**Run 1: I/O nets highlighted**

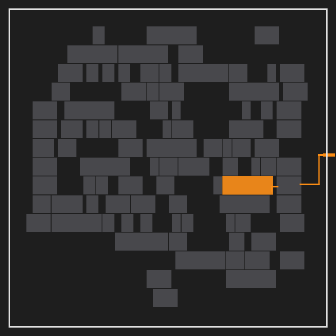
**Run 1: congestion heat map**

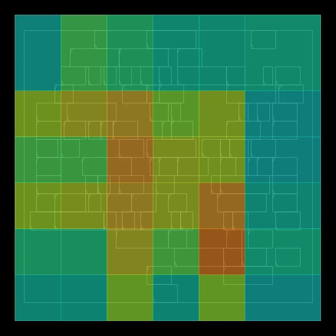
**Run 1: metal 1**

Supply wires on this layer in gray.
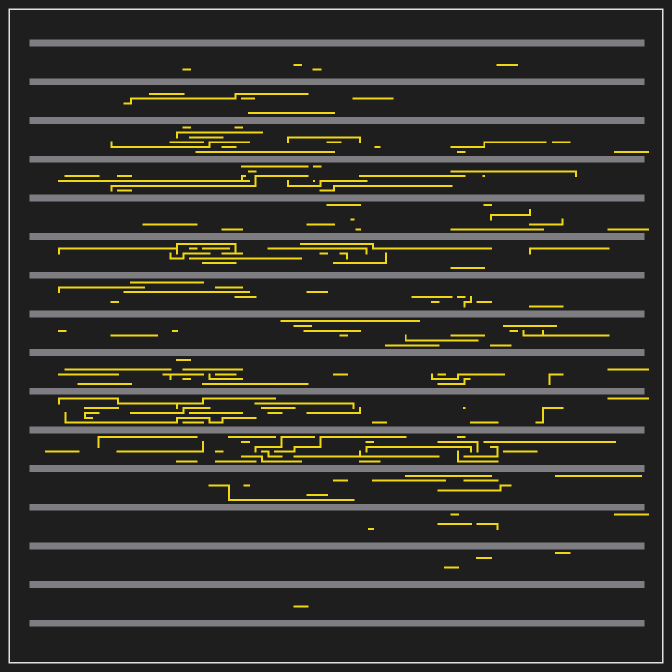
==> config.mk <==
export PLATFORM = sky130hd
export DESIGN_NAME = token_chain
export DESIGN_NICKNAME = d
export VERILOG_FILES = /design/src/rtl/token_chain.sv
export SDC_FILE = /design/constraint.sdc
export NUM_CORES = 1
export LEC_CHECK = 0
export CAP_MARGIN = 25
export CORE_MARGIN = 1
export CORE_UTILIZATION = 30
export CTS_BUF_LIST = sky130_fd_sc_hd__clkbuf_4
export CTS_CLUSTER_DIAMETER = 120
export CTS_CLUSTER_SIZE = 40
export DETAILED_ROUTE_END_ITERATION = 6
export PLACE_DENSITY = 0.61
export SYNTH_ARGS = -nofsm -noshare
export SYNTH_HDL_FRONTEND = slang
export SYNTH_SLANG_ARGS = --single-unit
==> constraint.sdc <==
create_clock -name clk -period 2 [get_ports clk]
set_clock_uncertainty 0.2 [all_clocks]
set_input_delay 0.2 -clock clk [delete_from_list [all_inputs] [get_ports clk]]
set_output_delay 0.2 -clock clk [all_outputs]
set_load 0.005 [all_outputs]
==> flow_summary.html <==
<h3>Flow metrics</h3>
<table>
<tr><th>Metric</th><th>Value</th></tr>
<tr><th colspan="2">Setup path</th></tr>
<tr><td>Data required time of the worst path</td><td>approximately 1600 ps</td></tr>
<tr><td>Cells traversed along the worst timing path</td><td>clkdlybuf4s50_1 -&gt; nand2b_4 -&gt; nand2_1 -&gt; buf_4 -&gt; clkdlybuf4s50_1</td></tr>
<tr><td>Crit path capture type</td><td>output pin</td></tr>
<tr><td>FF-to-FF setup slack</td><td>280 ps</td></tr>
<tr><td>Top cell by count, worst path</td><td>clkdlybuf4s50_1</td></tr>
<tr><td>Largest stage delay on the critical path</td><td>520 ps</td></tr>
<tr><td>Max stage delay cell, worst path</td><td>clkdlybuf4s50_1</td></tr>
<tr><td>Crit path max-delay family</td><td>buffers and inverters</td></tr>
<tr><td>Buffers and inverters on the worst path</td><td>3</td></tr>
<tr><th colspan="2">Timing</th></tr>
<tr><td>Slew of the pin with the lowest slew margin</td><td>544 ps</td></tr>
<tr><td>Count of final hold-check violations</td><td>0</td></tr>
<tr><td>Maximum clock rate</td><td>between 0.5 and 0.6 GHz</td></tr>
<tr><td>RSZ-0062 raised after global routing</td><td>false</td></tr>
<tr><td>Setup Total Neg Slack</td><td>0 ps</td></tr>
<tr><td>Final max-slew violation count</td><td>0</td></tr>
<tr><td>Final critical-path share of the clock period</td><td>0.926</td></tr>
<tr><td>Count of final setup violators</td><td>0</td></tr>
<tr><th colspan="2">GRT</th></tr>
<tr><td>Maximum number of pins on one net before global-route repair</td><td>15</td></tr>
<tr><td>Vias in the first global route</td><td>403</td></tr>
<tr><td>First-pass GRT wire length</td><td>roughly 1800 um</td></tr>
<tr><td>Overflow left after global routing</td><td>0</td></tr>
<tr><td>Total global-route track usage</td><td>0.124</td></tr>
<tr><th colspan="2">Power and ir drop</th></tr>
<tr><td>Switching portion of total power</td><td>0.234</td></tr>
<tr><td>Peak VDD IR</td><td>0.266 mV</td></tr>
<tr><td>Clock group share of total power</td><td>0.304</td></tr>
<tr><td>Design Power</td><td>0.558 mW</td></tr>
<tr><td>Standby leakage power</td><td>between 0.3 and 0.4 nW</td></tr>
<tr><td>Power density relative to cell area</td><td>slightly above 600 nW/um^2</td></tr>
<tr><td>Part of the power in combinational logic</td><td>0.197</td></tr>
<tr><td>Internal cell power</td><td>0.427 mW</td></tr>
<tr><th colspan="2">Clock network</th></tr>
<tr><td>Number of buffers inserted by hold repair at cts</td><td>0</td></tr>
<tr><td>H-tree levels</td><td>1</td></tr>
<tr><td>Clock-pin transition on the worst setup and hold timing paths</td><td>~70 ps</td></tr>
<tr><td>Clock tree from TritonCTS</td><td>built</td></tr>
<tr><td>Number of buffers created by CTS</td><td>3</td></tr>
<tr><td>Number of clock sinks</td><td>13</td></tr>
<tr><th colspan="2">Synth</th></tr>
<tr><td>Count of cell types in the netlist</td><td>19</td></tr>
<tr><td>Most frequent cell after synthesis</td><td>dfxtp_1</td></tr>
<tr><td>Count of flip-flops with a built-in enable after synthesis</td><td>0</td></tr>
<tr><td>Post-Syn Instances</td><td>62</td></tr>
<tr><td>Top cell types by occurrence after synthesis</td><td>dfxtp_1 (13), a21oi_1 (9), mux2i_1 (7), o21ai_0 (7), nor2_1 (4)</td></tr>
<tr><td>Chip Area, Yosys</td><td>577 um^2</td></tr>
<tr><td>Number of synthesis warnings</td><td>0</td></tr>
<tr><td>Cell area leaders</td><td>dfxtp_1 (45%), mux2i_1 (12%), a21oi_1 (7.8%)</td></tr>
<tr><td>Yosys cell count</td><td>62</td></tr>
<tr><td>Dominant register cell in the synthesized netlist</td><td>dfxtp_1</td></tr>
<tr><td>Mapped Nets</td><td>68</td></tr>
<tr><td>Number of register bits inferred by synthesis</td><td>13</td></tr>
<tr><td>Sequential area share after synthesis</td><td>0.451</td></tr>
<tr><td>Largest type area fraction</td><td>0.451</td></tr>
<tr><td>Area of the mapped netlist</td><td>approximately 580 um^2</td></tr>
<tr><td>Yosys top cell by area</td><td>dfxtp_1</td></tr>
<tr><th colspan="2">Die</th></tr>
<tr><td>Core area</td><td>1760 um^2</td></tr>
<tr><td>Die width</td><td>45.9 um</td></tr>
<tr><td>Y dimension of the die</td><td>45.9 um</td></tr>
<tr><td>Die outline area</td><td>2100 um^2</td></tr>
<tr><td>Number of rows in the core area</td><td>15</td></tr>
<tr><td>FP Core Util</td><td>0.327</td></tr>
<tr><th colspan="2">Route</th></tr>
<tr><td>Number of vias per cell</td><td>4.69</td></tr>
<tr><td>Total DRC errors in the routed layout</td><td>0</td></tr>
<tr><td>Average wire length per cell after detail routing</td><td>11.0 um</td></tr>
<tr><td>Number of nets with antenna violations after detailed routing</td><td>0</td></tr>
<tr><td>Violation tally from detailed-route iteration zero</td><td>11</td></tr>
<tr><th colspan="2">Job</th></tr>
<tr><td>Number of warnings in the stage logs</td><td>26</td></tr>
<tr><th colspan="2">Finish</th></tr>
<tr><td>Number of nets in the finished design</td><td>~99</td></tr>
<tr><td>Area of combinational cells with multiple inputs</td><td>267 um^2</td></tr>
<tr><td>Count of antenna diodes in the layout</td><td>0</td></tr>
<tr><th colspan="2">Outcome</th></tr>
<tr><td>Run status</td><td>finished clean</td></tr>
<tr><th colspan="2">Min path</th></tr>
<tr><td>Worst hold stages</td><td>2</td></tr>
</table>
Notes on 'I/O nets highlighted' above:
drop_out: shown in orange, bits 1, direction output, edge right, end cells 1, buffers 1, wire 9.30 um.
top-level port count: 26
count of buffers from port buffering: 25

Notes on 'congestion heat map' above:
gr busiest metal: met2
global routing met2 resource utilization: 0.194
met1 Use GR: 0.138

Notes on 'metal 1' above:
The longest straight run is 13.3 um. 78 nets have wire on it. The wires run mostly horizontal.
vias: 549
wire length reported by the detailed router: 1290 um

run 1: power by group through the flow:
stage | registers, mW | clock network (mW) | logic, mW
finish | 0.279 | 0.169 | 0.110
floorplan | 0.285 | 0 | 0.0493
global placement | 0.285 | 0 | 0.114
detailed placement | 0.285 | 0 | 0.115
global route | 0.280 | 0.185 | 0.120
CTS | 0.279 | 0.179 | 0.112
run 1: metrics by stage:
| stage | instance area, um^2 | setup slack (ps) | util |
|---|---|---|---|
| after floorplan | 577 | 142 | - |
| after global placement | 877 | -48.8 | 0.497 |
| after detailed placement | 877 | -80.0 | 0.497 |
| after CTS | 906 | 1.29 | 0.513 |
| after global routing | 908 | 117 | 0.515 |
| final | 908 | 148 | 0.515 |
run 1: logic make-up after synthesis:
family	after synthesis	synth area share
DFF	13	0.451
and+or+nand+nor	15	0.154
AOI/OAI and AO/OA	18	0.165
adders and majority gates	1	0.0217
muxes	7	0.121
buffers and inverters	8	0.0868
run 1: metal layers:
metal	GRT usage	wire, um
met3	0.0437	136
met1	0.138	572
met5	0	0
met4	0.0882	12
met2	0.194	569
run 1: cells in the final DEF, fill, tap and decap left out, types with 2 or more instances in the layout:
cell	count
nand2_1	3
o21ai_0	7
nor2_1	4
inv_1	3
a21oi_1	9
dfxtp_1	12
dlygate4sd2_1	2
or4_1	3
clkbuf_4	4
mux2i_1	7
clkdlybuf4s50_1	22
buf_4	5
run 1: worst min-delay path: stages, from the launching register on:
cell,delay [ps]
dfxtp_1,330
a21oi_1,40
nor2_1,70
run 1: layout make-up:
class,count,area share
multi-input cells,41,0.293
clock buffers,4,0.0331
inverters,3,0.0124
flip-flops and latches,13,0.288
repair buffers,31,0.339
well taps,25,0.0344
Power and IR drop assume default switching activity.
